## config.mk

```make
export PLATFORM = sky130hd
export DESIGN_NAME = pt_rf_arbiter
export DESIGN_NICKNAME = d
export VERILOG_FILES = /design/src/rtl/pt_rf_arb_pkg.sv /design/src/rtl/pt_rr_arbiter.sv /design/src/rtl/pt_rf_arbiter.sv
export SDC_FILE = /design/constraint.sdc
export NUM_CORES = 1
export LEC_CHECK = 0
export CAP_MARGIN = 20
export CORE_AREA = 4 4 135 137
export CTS_BUF_LIST = sky130_fd_sc_hd__clkbuf_4
export DETAILED_ROUTE_END_ITERATION = 6
export DIE_AREA = 0 0 139 141
export PLACE_DENSITY = 0.78
export SLEW_MARGIN = 5
export SYNTH_ARGS = -nofsm -noshare
export SYNTH_HDL_FRONTEND = slang
export SYNTH_SLANG_ARGS = --single-unit
```

## constraint.sdc

```tcl
create_clock -name i_clk -period 1.65 [get_ports i_clk]
set_input_delay 0.4125 -clock i_clk [delete_from_list [all_inputs] [get_ports i_clk]]
set_output_delay 0.4125 -clock i_clk [all_outputs]
set_load 0.05 [all_outputs]
```

## src/rtl/pt_rf_arb_pkg.sv

```systemverilog
// Shared types and constants for the register-file access arbiter and the
// reusable round-robin picker.
package pt_rf_arb_pkg;

  typedef enum logic [1:0] {
    IDLE  = 2'd0,
    ISSUE = 2'd1,
    WAIT  = 2'd2,
    RESP  = 2'd3
  } rf_arb_state_t;

  // Cycles from the enable strobe to valid read data/error; WAIT lasts this long.
  localparam int unsigned RF_RSP_LATENCY = 1;

  // Width of an index into n requesters, never narrower than one bit.
  function automatic int idx_w(input int n);
    return (n > 1) ? $clog2(n) : 1;
  endfunction

endpackage

```

## src/rtl/pt_rr_arbiter.sv

```systemverilog
// Combinational round-robin picker: lowest requesting index at or above the
// pointer, wrapping, wins. Reused by other bridges that share a port.
module pt_rr_arbiter
  import pt_rf_arb_pkg::*;
#(
  parameter int N     = 2,
  parameter int IDX_W = idx_w(N)
) (
  input  logic [N-1:0]     i_req,
  input  logic [IDX_W-1:0] i_ptr,
  output logic [N-1:0]     o_grant,
  output logic [IDX_W-1:0] o_idx
);

  int               cand;
  logic [IDX_W-1:0] cand_idx;
  logic             found;

  always_comb begin
    o_grant  = '0;
    o_idx    = '0;
    found    = 1'b0;
    cand     = 0;
    cand_idx = '0;
    for (int k = 0; k < N; k++) begin
      // Pointer is always < N, so one subtraction is enough to wrap.
      cand = int'(i_ptr) + k;
      if (cand >= N) begin
        cand = cand - N;
      end
      cand_idx = IDX_W'(cand);
      if (!found && i_req[cand_idx]) begin
        found             = 1'b1;
        o_grant[cand_idx] = 1'b1;
        o_idx             = cand_idx;
      end
    end
  end

endmodule

```

## src/rtl/pt_rf_arbiter.sv

```systemverilog
// Shares one register-file access port between N_REQ hosts: round-robin
// accept, single-cycle enable strobe, registered response back to the winner.
module pt_rf_arbiter
  import pt_rf_arb_pkg::*;
#(
  parameter int N_REQ  = 2,
  parameter int ADDR_W = 7,
  parameter int DATA_W = 64
) (
  input  logic                           i_clk,
  input  logic                           i_rst_n,
  input  logic [N_REQ-1:0]               i_req_valid,
  output logic [N_REQ-1:0]               o_req_ready,
  input  logic [N_REQ-1:0][ADDR_W-1:0]   i_req_address,
  input  logic [N_REQ-1:0][DATA_W-1:0]   i_req_wr_data,
  input  logic [N_REQ-1:0]               i_req_write,
  output logic [N_REQ-1:0]               o_rsp_valid,
  input  logic [N_REQ-1:0]               i_rsp_ready,
  output logic [DATA_W-1:0]              o_rsp_rd_data,
  output logic                           o_rsp_error,
  output logic [ADDR_W-1:0]              o_rf_address,
  output logic [DATA_W-1:0]              o_rf_wr_data,
  output logic                           o_rf_write,
  output logic                           o_rf_enable,
  input  logic [DATA_W-1:0]              i_rf_rd_data,
  input  logic                           i_rf_error
);

  localparam int IDX_W = idx_w(N_REQ);

  rf_arb_state_t    state_q;
  logic [IDX_W-1:0] rr_ptr_q;
  logic [IDX_W-1:0] rr_ptr_d;
  logic [IDX_W-1:0] owner_q;
  logic [IDX_W-1:0] win_idx;
  logic [N_REQ-1:0] win_grant;
  logic [N_REQ-1:0] owner_onehot;
  logic [N_REQ-1:0] rsp_valid_q;
  logic [ADDR_W-1:0] rf_address_q;
  logic [DATA_W-1:0] rf_wr_data_q;
  logic              rf_write_q;
  logic              rf_enable_q;
  logic [DATA_W-1:0] rsp_rd_data_q;
  logic              rsp_error_q;

  pt_rr_arbiter #(
    .N     (N_REQ),
    .IDX_W (IDX_W)
  ) u_rr_arbiter (
    .i_req   (i_req_valid),
    .i_ptr   (rr_ptr_q),
    .o_grant (win_grant),
    .o_idx   (win_idx)
  );

  assign rr_ptr_d = (win_idx == IDX_W'(N_REQ - 1)) ? '0 : win_idx + 1'b1;

  genvar gi;
  generate
    for (gi = 0; gi < N_REQ; gi++) begin : g_owner_dec
      assign owner_onehot[gi] = (owner_q == IDX_W'(gi));
    end
  endgenerate

  // The only combinational output: acceptance is decided in the IDLE cycle itself.
  assign o_req_ready   = (state_q == IDLE) ? win_grant : '0;
  assign o_rsp_valid   = rsp_valid_q;
  assign o_rsp_rd_data = rsp_rd_data_q;
  assign o_rsp_error   = rsp_error_q;
  assign o_rf_address  = rf_address_q;
  assign o_rf_wr_data  = rf_wr_data_q;
  assign o_rf_write    = rf_write_q;
  assign o_rf_enable   = rf_enable_q;

  always_ff @(posedge i_clk or negedge i_rst_n) begin
    if (!i_rst_n) begin
      state_q       <= IDLE;
      rr_ptr_q      <= '0;
      owner_q       <= '0;
      rsp_valid_q   <= '0;
      rf_address_q  <= '0;
      rf_wr_data_q  <= '0;
      rf_write_q    <= 1'b0;
      rf_enable_q   <= 1'b0;
      rsp_rd_data_q <= '0;
      rsp_error_q   <= 1'b0;
    end else begin
      case (state_q)
        IDLE: begin
          if (|i_req_valid) begin
            rf_address_q <= i_req_address[win_idx];
            rf_wr_data_q <= i_req_wr_data[win_idx];
            rf_write_q   <= i_req_write[win_idx];
            owner_q      <= win_idx;
            rr_ptr_q     <= rr_ptr_d;
            rf_enable_q  <= 1'b1;
            state_q      <= ISSUE;
          end
        end
        ISSUE: begin
          // Command registers keep their value so the RF bus stays quiet.
          rf_enable_q <= 1'b0;
          state_q     <= WAIT;
        end
        WAIT: begin
          rsp_rd_data_q <= i_rf_rd_data;
          rsp_error_q   <= i_rf_error;
          rsp_valid_q   <= owner_onehot;
          state_q       <= RESP;
        end
        RESP: begin
          if (i_rsp_ready[owner_q]) begin
            rsp_valid_q <= '0;
            state_q     <= IDLE;
          end
        end
        default: begin
          state_q <= IDLE;
        end
      endcase
    end
  end

  a_req_ready_onehot: assert property (@(posedge i_clk) disable iff (!i_rst_n)
    $onehot0(o_req_ready));
  a_rsp_valid_onehot: assert property (@(posedge i_clk) disable iff (!i_rst_n)
    $onehot0(o_rsp_valid));
  a_enable_in_issue: assert property (@(posedge i_clk) disable iff (!i_rst_n)
    o_rf_enable |-> (state_q == ISSUE));
  a_ptr_in_range: assert property (@(posedge i_clk) disable iff (!i_rst_n)
    int'(rr_ptr_q) < N_REQ);

endmodule

```

### Pin map, run 1

Pins as bars across the die edge, other pins in gray.
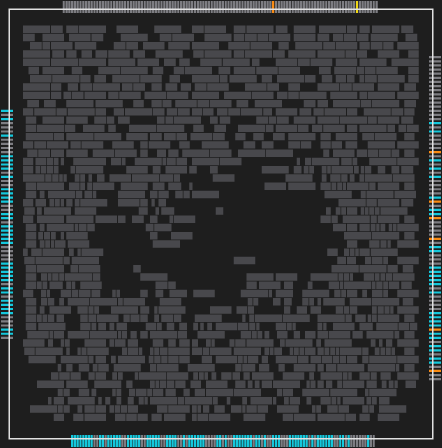
| port | color | pins | direction | edge |
|---|---|---|---|---|
| i_rf_error | yellow | 1 | input | top |
| i_req_wr_data | cyan | 128 | input | 70 bottom, 32 left, 26 right |
| o_rf_address | orange | 7 | output | 6 right, 1 top |

### Routed clock nets over the placement, run 1

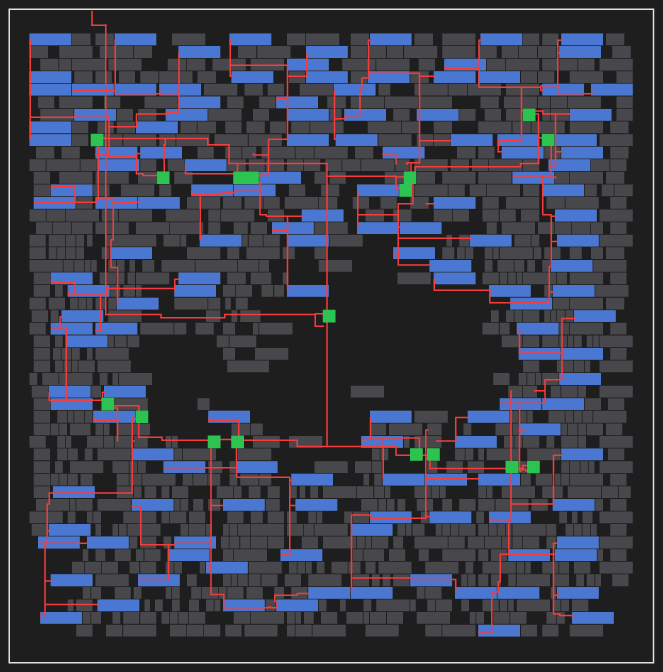
[cells driving clock nets] green | count: 17
[flip-flops] blue | count: 144
[clock wires] red | length: 1,810 um
flops lie: all over the die
routed clock nets: 18

==> results.toml, run 1 <==
# yosys + openroad results
[logic_synthesis]
yosys_area_um2 = 6290
syn_inst = 582
ys_cells = 582
netlist_area_um2 = 6290
synth_top_cell_by_area = "dfrtp_1"
ys_ff = 144
edf_count = 0
yosys_warnings = 0
yosys.cell_types.count = 25
ys_seq_share_pct = 57.3
synth.avg_cell_area_um2 = 10.8
fp_nets = 801
synthArstFlopShare_pct = 100
flop_cell = "dfrtp_1"
synth.area.top_cells = "dfrtp_1, mux2_2, a31oi_1"
synth_top_area_share_pct = 57.3

[critical_path]
critPathMaxFanout = 3
r2r_start = "state_q[0]"
reg2reg_depth = 8
cp.arrival_ns = 1.57
crit_type = "reg2out"
crit_path_start_kind = "flip-flop"
r2r_end = "o_rf_wr_data[27]"
slowest_delay_ns = 0.42
cp-end-kind = "output port"
r2r_slack_ns = 0.01
cp_cell_sequence = "inv_2, ha_4, and3_4, buf_12"
slowest_stage = "dfrtp_1"

[detailed_routing]
firstDrtPassIters = 6
drt_iter0_drc = 427
ant_nets = 0
viasPerCell = 5.24
drc = 0
wire_per_inst_um = 20.4

[timing]
finClkSkew_ns = 0.0230
setup_viol = 2
drv_slew = 0
grt_setup_unrepaired = "true"
relSlewSlack_pct = 79.5
max_freq_ghz = 0.505
period_needed_ns = 1.98
worstMarginPinSlew_ns = 0.307
worst_slack_ns = -0.329
hold_viol = 0

[floorplanning]
rows = 48
io-pin-count = 357
coreArea_um2 = 17100
die_x_um = 139
die_h_um = 141
fp-utilization_pct = 36.9

[place]
gp_congestion = 0.904
pre_cts_ws_ns = -0.291
io_buffer_count = 356

[cells_and_area]
num-nets-final = 1179
layout_top_cells = "clkdlybuf4s50_1, buf_12, dfrtp_1"
area_growth_pct = 94.7
layout_top_cell = "clkdlybuf4s50_1"
drive_above_1_share_pct = 32.6

[power]
p_leak_nw = 5.14
p_total_mw = 29.6
pwr_density_cell_nw_per_um2 = 2420
p_comb_share_pct = 67.4
swShare_pct = 46.0
power_frac_seq_pct = 24.7
ir_worst_vdd_uv = 1580
pwr-share-clk_pct = 7.9
power.internal_mw = 16.0

[clock_tree]
cts-root-buf = "clkbuf_4"
clkSlewWorstSetupHoldPaths_ns = 0.15
cts_tree = "done"
clkLatencyLatePin_ns = 0.54
clockBufferDepth = 2
htree_levels = 4

[status]
violations = "negative setup slack"
status = "complete, but fails checks"

[global_routing]
grt_max_degree = 58
grt_usage_pct = 23.7
grt_first_pass_wirelength_um = 36600
grt_overflow = 0
antenna_found_initial = 1
grt_pass1_vias = 6443

[flow_run]
maxCapViolations = 0
### M4 wires, run 1

The bar under the picture is 50 um long.
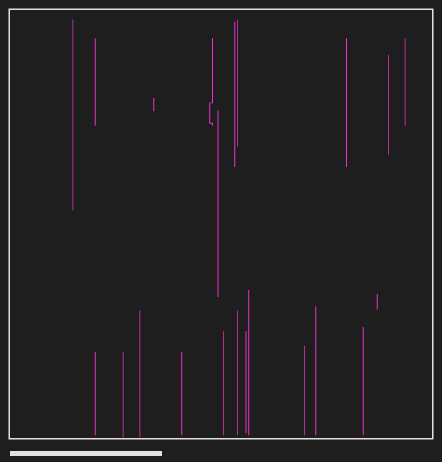
longest straight run: 62.6 um
main direction: vertical
share of all routed wire: 3.2%
nets with wire on the layer: 21
total number of vias: 6,280
WL final: 24,500 um

run 1: routing by layer:
layer  wire length, um  track usage, %  up-vias
met1              8660            27.0     3054
met2             13200            42.6      320
li1                  -               -     2860
met5                 0               0        -
met4               770            8.24        0
met3              1870            6.82       46
run 1: cell type report:
class / count / area [um2]
repair buffers: 414 / 5560
fillers: 1143 / 4810
flip-flops and latches: 144 / 3600
multi-input cells: 378 / 2480
well taps: 225 / 282
clock inverters: 15 / 166
clock buffers: 17 / 128
inverters: 5 / 18.8
diodes: 1 / 2.50
run 1: logic make-up (layout without fill, tap and decap cells):
group / Yosys count / in the layout / synth area share (%)
mux: 69 / 69 / 12.3
other cells: 0 / 1 / 0
fa+ha+maj: 4 / 4 / 0.796
buf+inv: 60 / 451 / 4.89
simple gates: 78 / 78 / 4.83
compound gates: 227 / 227 / 19.9
flops: 144 / 144 / 57.3
run 1: worst max-delay path: cells and delay by family, from the launching register on:
family                     cells  cell delay (ns)
buffers and inverters          2             0.23
and+or+nand+nor                1             0.21
DFF                            1             0.42
adders and majority gates      1             0.16
run 1: Yosys cell counts, types with 2 or more instances:
master / count
nor2_1: 73
inv_1: 5
mux2i_1: 3
o2bb2ai_1: 2
dfrtp_1: 144
o21ai_0: 2
a21o_1: 2
ha_1: 4
a21oi_1: 73
clkbuf_1: 9
buf_4: 10
mux2_2: 66
buf_2: 36
o21ai_1: 71
a31oi_1: 72
run 1: state kept, by name, summed over array words and instances (netlist names):
register	count
o_rf_wr_data	64
o_rf_address	7
o_rf_enable	1
owner_q	1
rr_ptr_q	1
o_rsp_rd_data	64
o_rf_write	1
o_rsp_error	1
state_q	2
o_rsp_valid	2
run 1: power groups by stage:
stage               registers (mW)  logic (mW)  clock network (mW)
floorplan                     12.4        3.93                   0
global placement              7.25        19.2                   0
global route                  7.49        20.7                2.60
detailed placement            7.40        19.4                   0
CTS                           7.31        19.6                2.42
finish                        7.30        20.0                2.34
run 1: how the worst max path moves through the flow:
stage                              start              to  slack (ns)  depth (start not counted)
after global placement    i_req_valid[0]  o_req_ready[0]       -0.29                          5
final                         state_q[0]  o_req_ready[1]       -0.33                          4
after floorplan               state_q[0]  o_req_ready[1]        0.05                          3
after CTS                     state_q[1]  o_req_ready[0]       -0.39                          5
after global routing          state_q[0]  o_req_ready[0]       -0.46                          5
after detailed placement  i_req_valid[0]  o_req_ready[0]       -0.29                          5
run 1: timing repair:
item                                    CTS  global route
setup buffers                             4            22
pin swaps                                 2             4
endpoints found under the setup margin    2            78
resized                                   7            10
hold buffers                              1             0
hold endpoints to repair                144             0
run 1: through the flow:
stage	util, %	cells	area [um2]	hold WS (ns)	setup TNS (ns)
global placement	68.4	1139	11700	0.233	-15.13
CTS	70.5	1176	12000	0.173	-0.773
finish	71.8	1199	12200	0.231	-0.654
global route	71.8	1199	12200	0.152	-1.96
floorplan	-	582	6300	0.117	0
detailed placement	68.4	1139	11700	0.234	-16.58
--- run 2 (diff from run 1) ---
- CORE_AREA: 4 4 135 137 -> default
- CORE_MARGIN: default -> 4
- CORE_UTILIZATION: default -> 36
- DIE_AREA: 0 0 139 141 -> default
- PLACE_DENSITY: 0.78 -> 0.79
- TNS_END_PERCENT: default -> 100
- clock period: 1.65 -> 1.7 ns (I/O delays scaled with it)
### Routed clock nets over the placement, run 2

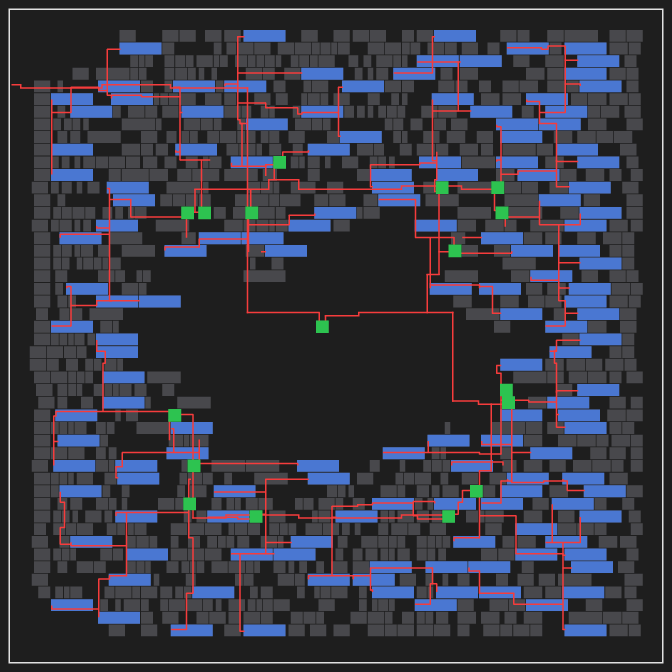
[cells driving clock nets] green | count: 17
[flip-flops] blue | count: 144
[clock wires] red | length: 1,810 um
flops lie: all over the die
routed clock nets: 18
clock network power share: 8.5%
clock skew: 0.0248 ns

### Cell sizes after repair, run 2

The bar under the picture is 50 um long.
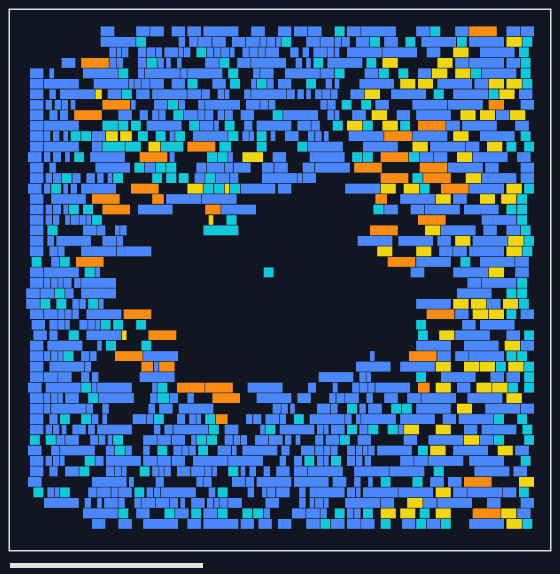
| size | color | cells | share | most used |
|---|---|---|---|---|
| drive 3 to 4 | cyan | 188 | 20% | buf_4 |
| drive 1 or less | blue | 663 | 69% | clkdlybuf4s50_1 |
| drive 6 and up | orange | 39 | 4.0% | buf_12 |
| drive 2 | yellow | 74 | 7.7% | mux2_2 |

==> run 2 against run 1 <==
- largest cell class unchanged
- worst setup slack improved by 0.057 ns
- count of clock-buffer cells in the layout unchanged
- register-to-register slack improved by 0.07 ns
- core utilization decreased by 11 points
- the flow still finishes with violations (negative setup slack)
==> results.toml, run 2 <==
# yosys + openroad results
[power]
ir_worst_vdd_uv = 1330
p_total_mw = 23.6
pwr_density_cell_nw_per_um2 = 2240
p_leak_nw = 4.47

[detailed_routing]
drc = 0
wire_per_inst_um = 18.2
routed_wl_um = 21600
route.vias.total = 6138
ant_nets = 0
firstDrtPassIters = 5
drt_iter0_drc = 327
viasPerCell = 5.16

[logic_synthesis]
ys_seq_share_pct = 57.3
xor_share_pct = 0
ys_sh_simple_pct = 4.83
synthArstFlopShare_pct = 100
fp_nets = 801
top_cell = "dfrtp_1"
synth_top_area_share_pct = 57.3
yosys_area_um2 = 6290
ys_ff = 144
flop_cell = "dfrtp_1"
ys_sh_aoi_pct = 19.9
netlist_area_um2 = 6290
yosys.cell_types.count = 25
edf_count = 0
syn_inst = 582
logic_family = "AND-OR/OR-AND gates"
adder_share_pct = 0.796
synth.avg_cell_area_um2 = 10.8
yosys-top-cells-count = "dfrtp_1, a21oi_1, nor2_1"
ys_cells = 582
mux_share_pct = 12.3
synth_top_cell_by_area = "dfrtp_1"
synth.area.top_cells = "dfrtp_1, mux2_2, a31oi_1"
yosys_warnings = 0

[timing]
worstMarginPinSlew_ns = 0.379
relSlewSlack_pct = 74.7
hold_viol = 0
setup_viol = 2
worst_slack_ns = -0.272
period_needed_ns = 1.97
grt_setup_unrepaired = "true"
drv_slew = 0
max_freq_ghz = 0.507

[global_routing]
grt_max_degree = 54
grt_first_pass_wirelength_um = 33600
grt_usage_pct = 21.4
grt_pass1_vias = 6342
grt_overflow = 0
antenna_found_initial = 0

[critical_path]
cp-end-kind = "output port"
reg2reg_depth = 5
cp.arrival_ns = 1.55
r2r_end = "o_rsp_rd_data[31]"
r2r_slack_ns = 0.08
r2r_start = "state_q[1]"
crit_path_start_kind = "flip-flop"
required_ns = 1.27
crit_type = "reg2out"
cp-startpoint = "state_q[0]"
critPathMaxFanout = 4

[place]
pre_cts_ws_ns = -0.191
placed_cells = 1152
placed_area_um2 = 10200
gp_congestion = 0.836
io_buffer_count = 356

[cells_and_area]
layout_top_cell = "clkdlybuf4s50_1"
drive_above_1_share_pct = 31.2
final_cells = 1189
insertedDiodeCount = 0
num-nets-final = 1170
n_fill_cell = 1408
final_cell_area_um2 = 10600
fin_util_pct = 61.2
layout_top_cells = "clkdlybuf4s50_1, buf_4, dfrtp_1"
area_growth_pct = 67.8

[flow_run]
maxCapViolations = 0
tool_warnings = 31

[clock_tree]
clockBufferDepth = 2
htree_levels = 4
cts_tree = "done"
cts-root-buf = "clkbuf_4"
clkLatencyLatePin_ns = 0.54
clkSlewWorstSetupHoldPaths_ns = 0.13
cts_buffers = 17

[floorplanning]
coreArea_um2 = 17200
fp-utilization_pct = 36.5
die_h_um = 140
io-pin-count = 357
die_x_um = 140
rows = 48

[status]
violations = "negative setup slack"
status = "complete, but fails checks"
-- run 2: cell counts after synthesis --
Identical to the previous run, type by type.
-- run 2: cell type report --
type | count | area, um2 | area share [%]
clock buffers | 17 | 128 | 1.21
inverters | 5 | 18.8 | 0.178
repair buffers | 405 | 3960 | 37.5
clock inverters | 15 | 125 | 1.19
well taps | 225 | 282 | 2.67
flip-flops and latches | 144 | 3600 | 34.1
multi-input cells | 378 | 2430 | 23.1
-- run 2: through the flow --
step           TNS, ns  hold WS, ns
3_3_place_gp     -7.52        0.323
5_1_grt         -0.753        0.294
3_5_place_dp     -9.19        0.319
6_report        -0.527        0.328
4_1_cts         -0.694        0.272
2_1_floorplan        0        0.129
-- run 2: repair_timing --
item | CTS | global route
setup endpoints to repair | 2 | 2
resized | 6 | 2
endpoints found under the hold margin | 27 | 0
buffers inserted | 4 | 0
hold buffers | 1 | 0
pin swaps | 1 | 2
-- run 2: kinds of logic (layout without fill, tap and decap cells) --
family          count (synthesis)  after routing
compound gates                227            227
flops                         144            144
simple gates                   78             78
mux                            69             69
buf+inv                        60            442
fa+ha+maj                       4              4
-- run 2: worst max path at each step --
stage / end / slack (ns) / depth (start not counted)
CTS: o_req_ready[1] / -0.35 / 4
finish: o_req_ready[0] / -0.27 / 5
floorplan: o_req_ready[0] / 0.03 / 4
global placement: state_q[1] / -0.18 / 5
global route: o_req_ready[0] / -0.39 / 5
detailed placement: state_q[1] / -0.19 / 5
-- run 2: routing by layer --
metal	track usage [%]	up-vias	share of wire [%]
met5	0	-	0
met4	8.41	0	3.6
met3	6.69	52	9.0
met2	36.5	311	50
met1	25.3	2937	38
li1	-	2838	-
-- run 2: report_power, final --
group | switching, mW | internal [mW]
Sequential | 1.10 | 5.19
Combinational | 9.61 | 5.68
Clock | 1.39 | 0.617
-- run 2: worst max-delay path: stages (launching register included) --
cell and delay, ns:
dfrtp_1 0.41, inv_2 0.08, ha_4 0.17, nand2_4 0.05, a21oi_4 0.15, buf_12 0.16
--- run 3 (diff from run 2) ---
- CTS_CLUSTER_SIZE: default -> 40
### Cell sizes after repair, run 3

The bar under the picture is 50 um long.
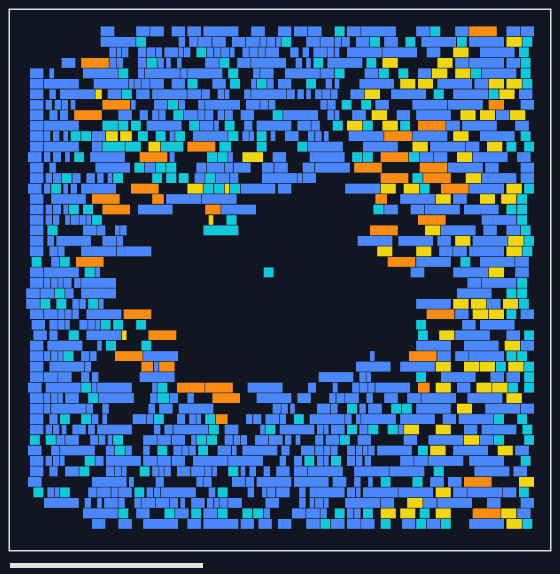
| size | color | cells | share | most used |
|---|---|---|---|---|
| drive 2 | yellow | 74 | 7.7% | mux2_2 |
| drive 3 to 4 | cyan | 188 | 20% | buf_4 |
| drive 1 or less | blue | 663 | 69% | clkdlybuf4s50_1 |
| drive 6 and up | orange | 39 | 4.0% | buf_12 |
post-route cell area: 10,600 um2
post-route setup slack: -0.272 ns
Area Overhead vs Synth: 67.8%

### M4 wires, run 3

The bar under the picture is 50 um long.
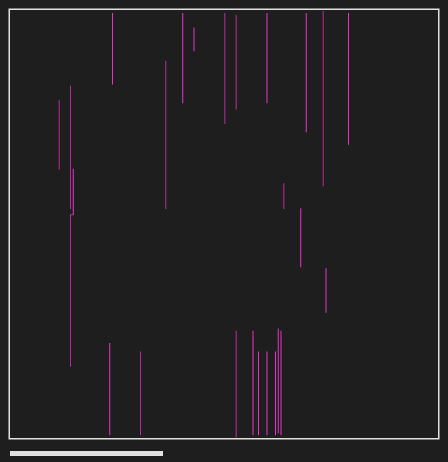
share of all routed wire: 3.6%
wire length on this layer: 788 um
nets with wire on the layer: 23
longest straight run: 57.1 um

==> run 3 against run 2 <==
- the run still ends with negative setup slack left
- hold slack unchanged
- largest power group unchanged
- cell count did not move
- critical path type unchanged
- highest routed layer unchanged
- clock power about the same
- critical path depth is the same
==> results.toml, run 3 <==
# yosys + openroad results
[logic_synthesis]
ys_seq_share_pct = 57.3
mux_share_pct = 12.3
ys_sh_simple_pct = 4.83
synth.avg_cell_area_um2 = 10.8
edf_count = 0
xor_share_pct = 0
ys_ff = 144
synth.area.top_cells = "dfrtp_1, mux2_2, a31oi_1"
yosys-top-cells-count = "dfrtp_1, a21oi_1, nor2_1"
netlist_area_um2 = 6290
logic_family = "AND-OR/OR-AND gates"
synth_top_area_share_pct = 57.3
top_cell = "dfrtp_1"
ys_sh_aoi_pct = 19.9
synthArstFlopShare_pct = 100
yosys_area_um2 = 6290
flop_cell = "dfrtp_1"
ys_cells = 582
fp_nets = 801
syn_inst = 582
yosys_warnings = 0
synth_top_cell_by_area = "dfrtp_1"
adder_share_pct = 0.796
yosys.cell_types.count = 25

[timing]
worstMarginPinSlew_ns = 0.379
fin_crit_sh_pct = 116
period_needed_ns = 1.97
finClkSkew_ns = 0.0248
setup_viol = 2
grt_setup_unrepaired = "true"
holdWs_ns = 0.328
drv_slew = 0
hold_viol = 0
relSlewSlack_pct = 74.7
max_freq_ghz = 0.507
worst_slack_ns = -0.272

[critical_path]
crit_path_start_kind = "flip-flop"
cp_cell_sequence = "inv_2, ha_4, nand2_4, a21oi_4, buf_12"
required_ns = 1.27
path_buffers = 2
slowest_stage = "dfrtp_1"
crit_cells = 5
cp.arrival_ns = 1.55
r2r_slack_ns = 0.08
r2r_start = "state_q[1]"
critPathMaxFanout = 4
reg2reg_depth = 5
crit_type = "reg2out"
cp-end-kind = "output port"
slowest_delay_ns = 0.41
r2r_end = "o_rsp_rd_data[31]"
crit_family = "flip-flops"

[cells_and_area]
insertedDiodeCount = 0
layout_top_cell = "clkdlybuf4s50_1"
n_fill_cell = 1408
final_cells = 1189
drive_above_1_share_pct = 31.2
layout_top_cells = "clkdlybuf4s50_1, buf_4, dfrtp_1"
fin_util_pct = 61.2
num-nets-final = 1170

[hold_path]
worst_hold_path_type = "in2async"

[floorplanning]
coreArea_um2 = 17200
die_h_um = 140
chipArea_um2 = 19700
fp-utilization_pct = 36.5
die_x_um = 140
rows = 48
io-pin-count = 357

[power]
pwr_density_cell_nw_per_um2 = 2240
p_total_mw = 23.6
power_frac_seq_pct = 26.7
p_comb_share_pct = 64.8
power.internal_mw = 11.5
pwr-share-clk_pct = 8.5
power.switching_mw = 12.1
swShare_pct = 51.3
ir_worst_vdd_uv = 1330
p_leak_nw = 4.47

[detailed_routing]
wire_per_inst_um = 18.2
drc = 0
routed_wl_um = 21600
ant_nets = 0
route.vias.total = 6138
drt_iter0_drc = 327
firstDrtPassIters = 5
viasPerCell = 5.16

[clock_tree]
cts-root-buf = "clkbuf_4"
clkSlewWorstSetupHoldPaths_ns = 0.13
cts_sinks = 144
cts_tree = "done"
clockBufferDepth = 2
cts_buffers = 17
clkLatencyLatePin_ns = 0.54
htree_levels = 4

[place]
dp_hpwl_um = 16400
gp_congestion = 0.836
io_buffer_count = 356
placed_cells = 1152
pre_cts_ws_ns = -0.191

[global_routing]
grt_pass1_vias = 6342
antenna_found_initial = 0
grt_first_pass_wirelength_um = 33600
grt_max_degree = 54
grt_usage_pct = 21.4
grt_overflow = 0

[flow_run]
tool_warnings = 31
maxCapViolations = 0

[status]
status = "complete, but fails checks"
violations = "negative setup slack"
[run 3: cell counts after synthesis]
Identical to the previous run, type by type.
[run 3: worst max path at each step]
stage / slack (ns) / startpoint / to
2_1_floorplan: 0.03 / state_q[0] / o_req_ready[0]
3_3_place_gp: -0.18 / i_req_valid[0] / state_q[1]
3_5_place_dp: -0.19 / i_req_valid[0] / state_q[1]
4_1_cts: -0.35 / state_q[1] / o_req_ready[1]
5_1_grt: -0.39 / state_q[0] / o_req_ready[0]
6_report: -0.27 / state_q[0] / o_req_ready[0]
[run 3: worst reg2reg max path: cells and delay by family, from the launching register on]
family / cells / cell delay [ns]
buffers and inverters: 3 / 0.51
DFF: 1 / 0.38
adders and majority gates: 1 / 0.26
muxes: 1 / 0.37
[run 3: cells by family (layout without fill, tap and decap cells)]
| family | Yosys count | count (layout) |
|---|---|---|
| compound gates | 227 | 227 |
| fa+ha+maj | 4 | 4 |
| buf+inv | 60 | 442 |
| flops | 144 | 144 |
| mux | 69 | 69 |
| simple gates | 78 | 78 |
[run 3: repair_timing]
item                                    4_1_cts  5_1_grt
pin swaps                                     1        2
setup buffers                                 4        0
gates resized                                 6        2
hold buffers                                  1        0
endpoints found under the hold margin        27        0
cloned                                        0        0
endpoints found under the setup margin        2        2
[run 3: layer usage]
metal | vias to the layer above | track usage, % | share of wire (%)
met2 | 311 | 36.5 | 50
li1 | 2838 | - | -
met1 | 2937 | 25.3 | 38
met5 | - | 0 | 0
met3 | 52 | 6.69 | 9.0
met4 | 0 | 8.41 | 3.6
[run 3: stage by stage]
step | instance area, um2 | setup TNS, ns
floorplan | 6290 | 0
global placement | 10200 | -7.52
detailed placement | 10200 | -9.19
CTS | 10500 | -0.694
global route | 10600 | -0.753
finish | 10600 | -0.527
[run 3: cell type report]
cell class / instances / area (um2) / share of cell area, %
timing repair buffer: 405 / 3960 / 37.5
sequential: 144 / 3600 / 34.1
multi-input combinational: 378 / 2430 / 23.1
tap: 225 / 282 / 2.67
clock buffer: 17 / 128 / 1.21
clock inverter: 15 / 125 / 1.19
inverter: 5 / 18.8 / 0.178
[run 3: power by group through the flow]
stage / combinational [mW] / sequential [mW] / clock (mW)
2_1_floorplan: 3.81 / 12.1 / 0
3_3_place_gp: 15.0 / 6.29 / 0
3_5_place_dp: 15.2 / 6.38 / 0
4_1_cts: 15.4 / 6.31 / 2.09
5_1_grt: 16.0 / 6.53 / 2.23
6_report: 15.3 / 6.29 / 2.01
Power figures rest on the tool's default switching activity, not on a simulated workload.
